power_grid.png
Drawn at 4 px/um. Pins as bars on the die edge.
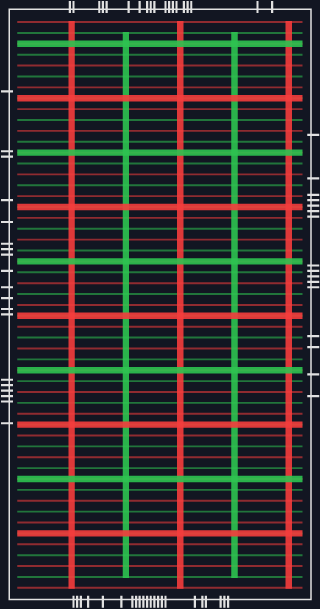
cell_density.png
Drawn at 2 px/um. The die is cut into 8 by 15 equal tiles; white is low, dark blue is high, 0 to 100% covered.
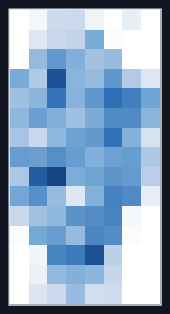
===== src/rtl/riscv_pkg.sv =====
`default_nettype none
// ============================================================================
// Module      : riscv_pkg
// Description : Shared widths and the writeback slot record used by the
//               register file and writeback arbiter.
// Revision    : 1.0 - initial release
// ============================================================================
package riscv_pkg;

    localparam int DATA_W     = 16;
    localparam int ADDR_W     = 3;
    localparam int NUM_REGS   = 8;
    localparam int STREAK_MAX = 3;

    // One buffered writeback result: valid flag, destination, payload.
    typedef struct packed {
        logic              v;
        logic [ADDR_W-1:0] rd;
        logic [DATA_W-1:0] data;
    } wb_slot_t;

endpackage : riscv_pkg
`default_nettype wire


===== src/rtl/wb_hold_slot.sv =====
`default_nettype none
// ============================================================================
// Module      : wb_hold_slot
// Description : One-entry result buffer with valid/ready handshake. The slot
//               accepts a new result whenever it is empty or is being drained
//               by a grant in the same cycle.
// Revision    : 1.0 - initial release
// ============================================================================
module wb_hold_slot
    import riscv_pkg::*;
(
    input  logic              clk,
    input  logic              rst_n,
    input  logic              in_valid,
    output logic              in_ready,
    input  logic [ADDR_W-1:0] in_rd,
    input  logic [DATA_W-1:0] in_data,
    input  logic              grant,
    output wb_slot_t          slot
);

    wb_slot_t r_slot;

    // Draining and refilling in the same cycle keeps full throughput.
    always_comb begin
        in_ready = !r_slot.v || grant;
    end

    // Refill takes priority over the grant-driven clear of the valid flag.
    always_ff @(posedge clk or negedge rst_n) begin
        if (!rst_n) begin
            r_slot <= '0;
        end else if (in_valid && in_ready) begin
            r_slot <= '{v: 1'b1, rd: in_rd, data: in_data};
        end else if (grant) begin
            r_slot.v <= 1'b0;
        end
    end

    assign slot = r_slot;

endmodule : wb_hold_slot
`default_nettype wire


===== src/rtl/writeback_arbiter.sv =====
`default_nettype none
// ============================================================================
// Module      : writeback_arbiter
// Description : Arbitrates ALU and load results onto the single register-file
//               write port. Loads win by default; after STREAK_MAX consecutive
//               load wins over a waiting ALU result, the ALU is served. Also
//               tracks outstanding loads per register (busy scoreboard).
//               Slot fields use the riscv_pkg widths, so DATA_W/ADDR_W must
//               match the package values.
// Revision    : 1.0 - initial release
// ============================================================================
module writeback_arbiter
    import riscv_pkg::wb_slot_t;
    import riscv_pkg::NUM_REGS;
#(
    parameter int DATA_W     = riscv_pkg::DATA_W,
    parameter int ADDR_W     = riscv_pkg::ADDR_W,
    parameter int STREAK_MAX = riscv_pkg::STREAK_MAX
) (
    input  logic                clk,
    input  logic                rst_n,
    input  logic                alu_valid,
    output logic                alu_ready,
    input  logic [ADDR_W-1:0]   alu_rd,
    input  logic [DATA_W-1:0]   alu_data,
    input  logic                mem_valid,
    output logic                mem_ready,
    input  logic [ADDR_W-1:0]   mem_rd,
    input  logic [DATA_W-1:0]   mem_data,
    input  logic                issue_valid,
    input  logic [ADDR_W-1:0]   issue_rd,
    output logic [NUM_REGS-1:0] busy,
    output logic                we,
    output logic [ADDR_W-1:0]   ws,
    output logic [DATA_W-1:0]   wd
);

    localparam logic [1:0]          c_streak_max = 2'(STREAK_MAX);
    localparam logic [NUM_REGS-1:0] c_one_hot    = NUM_REGS'(1);

    wb_slot_t              w_alu_slot;
    wb_slot_t              w_mem_slot;
    logic                  w_grant_alu;
    logic                  w_grant_mem;
    logic [NUM_REGS-1:0]   w_busy_set;
    logic [NUM_REGS-1:0]   w_busy_clr;
    logic [1:0]            r_streak;
    logic [NUM_REGS-1:0]   r_busy;
    logic [ADDR_W-1:0]     r_ws_hold;
    logic [DATA_W-1:0]     r_wd_hold;

    wb_hold_slot u_alu_slot (
        .clk      (clk),
        .rst_n    (rst_n),
        .in_valid (alu_valid),
        .in_ready (alu_ready),
        .in_rd    (alu_rd),
        .in_data  (alu_data),
        .grant    (w_grant_alu),
        .slot     (w_alu_slot)
    );

    wb_hold_slot u_mem_slot (
        .clk      (clk),
        .rst_n    (rst_n),
        .in_valid (mem_valid),
        .in_ready (mem_ready),
        .in_rd    (mem_rd),
        .in_data  (mem_data),
        .grant    (w_grant_mem),
        .slot     (w_mem_slot)
    );

    // Grant selection and write port; driven only from slot state so the
    // write port never depends combinationally on the producer inputs.
    always_comb begin
        w_grant_mem = w_mem_slot.v && (!w_alu_slot.v || (r_streak != c_streak_max));
        w_grant_alu = w_alu_slot.v && !w_grant_mem;
        we          = w_grant_mem || w_grant_alu;
        ws          = r_ws_hold;
        wd          = r_wd_hold;
        if (w_grant_mem) begin
            ws = w_mem_slot.rd;
            wd = w_mem_slot.data;
        end else if (w_grant_alu) begin
            ws = w_alu_slot.rd;
            wd = w_alu_slot.data;
        end
        w_busy_clr = w_grant_mem ? (c_one_hot << w_mem_slot.rd) : '0;
        w_busy_set = issue_valid ? (c_one_hot << issue_rd) : '0;
    end

    // Last written select/data, so ws/wd hold steady in idle cycles.
    always_ff @(posedge clk or negedge rst_n) begin
        if (!rst_n) begin
            r_ws_hold <= '0;
            r_wd_hold <= '0;
        end else if (we) begin
            r_ws_hold <= ws;
            r_wd_hold <= wd;
        end
    end

    // Counts load wins while an ALU result is waiting; saturates at the cap.
    always_ff @(posedge clk or negedge rst_n) begin
        if (!rst_n) begin
            r_streak <= '0;
        end else if (!w_alu_slot.v || w_grant_alu) begin
            r_streak <= '0;
        end else if (w_grant_mem && (r_streak != c_streak_max)) begin
            r_streak <= r_streak + 2'd1;
        end
    end

    // Pending-load scoreboard; a new issue overrides a same-cycle clear.
    always_ff @(posedge clk or negedge rst_n) begin
        if (!rst_n) begin
            r_busy <= '0;
        end else begin
            r_busy <= (r_busy & ~w_busy_clr) | w_busy_set;
        end
    end

    assign busy = r_busy;

endmodule : writeback_arbiter
`default_nettype wire


===== config.mk =====
export PLATFORM = sky130hd
export DESIGN_NAME = writeback_arbiter
export DESIGN_NICKNAME = d
export VERILOG_FILES = /design/src/rtl/riscv_pkg.sv /design/src/rtl/wb_hold_slot.sv /design/src/rtl/writeback_arbiter.sv
export SDC_FILE = /design/constraint.sdc
export NUM_CORES = 1
export LEC_CHECK = 0
export ABC_AREA = 1
export ABC_CLOCK_PERIOD_IN_PS = 3780
export CORE_ASPECT_RATIO = 2
export CORE_MARGIN = 1.5
export CORE_UTILIZATION = 29
export DETAILED_ROUTE_END_ITERATION = 7
export PLACE_DENSITY = 0.56
export RECOVER_POWER = 100
export SLEW_MARGIN = 20
export SYNTH_ARGS = -nofsm -noshare
export SYNTH_HDL_FRONTEND = slang
export SYNTH_SLANG_ARGS = --single-unit

===== constraint.sdc =====
create_clock -name clk -period 3.78 [get_ports clk]
set_clock_uncertainty 0.15 [all_clocks]
set_input_delay 0.756 -clock clk [delete_from_list [all_inputs] [get_ports clk]]
set_output_delay 0.756 -clock clk [all_outputs]
set_load 0.01 [all_outputs]

==> run summary <==
impl run done, here's what came out: outcome finished with violations, failing checks max-capacitance violations, max-slew violations, synthesized area per cell 8.213 sq um, Seq share, synth 57.29%, DP Cell Count 564, Signal buf overhead 19.29%, Switching Power 0.5745 mW, synth warn 0, HP Class reg2reg, Multi-In Gates 264, DR top layer met4, dpl hpwl 6412 um, CP cell instances buf_4, nor2_1, clkbuf_1, nand2_1, nand3_1, dlygate4sd3_1, Crit Path Max Fanout 23, CP max-delay cell dlygate4sd3_1, multi-input gate area in the final layout 1134 sq um, TAP cells 135, Max Slew Vio Count 43, Unique masters post-synth 13, pwr dens 501.6 nW/um^2, Flops 69, most numerous logic cell after layout nand2_1, MaxCap Viol Count 1, Max Freq 304.0 MHz, vias 2708, Post-synth EDFFs 0, CTS max path bufs 2, post-CTS setup buffer count 0, Tcrit/Tclk final 87.01%, Cell Int Power 1.507 mW, Hold Crit Endpoint r_streak[0], Period minus WS final 3.289 ns, Area leader share 57.29%, area fraction in mux cells 0%, Simple-Gate Area Share 36.28%, Ant. Diodes 0, num rows 52
## Picture notes: power_grid.png
[VDD] green
[VSS] red
met5 straps: 10
met1 rails: 53
rows: 52
signal pins: 76
Max IR drop VDD: 0.0002859 V
die height: 147.2 um
Core ar.: 10080 sq um

## Picture notes: cell_density.png
fullest tile: 92%
emptiest ninth of the die: lower right
tiles over 75% full: 3.3%
fp_density: 29.89%
Final Util: 41.15%

power groups by stage:
stage	combinational (mW)	sequential (mW)	clock, mW
after floorplan	0.197	0.905	0
after global placement	0.422	0.923	0
after detailed placement	0.427	0.925	0
after CTS	0.430	0.913	0.794
after global routing	0.448	0.922	0.824
final	0.394	0.910	0.777
flip-flops by register name (all words and copies together), names as in the netlist:
register and flops:
u_alu_slot.slot 20, u_mem_slot.slot 20, r_wd_hold 16, busy 8, r_ws_hold 3, r_streak 2
how the worst max path moves through the flow:
stage,slack [ns],depth (start not counted),to
finish,0.49,6,wd[6]
global route,0.29,2,u_alu_slot.slot[5]
CTS,0.58,7,wd[4]
detailed placement,0.95,7,wd[4]
global placement,0.98,7,wd[4]
floorplan,1.71,7,ws[2]
Power and IR drop assume default switching activity.
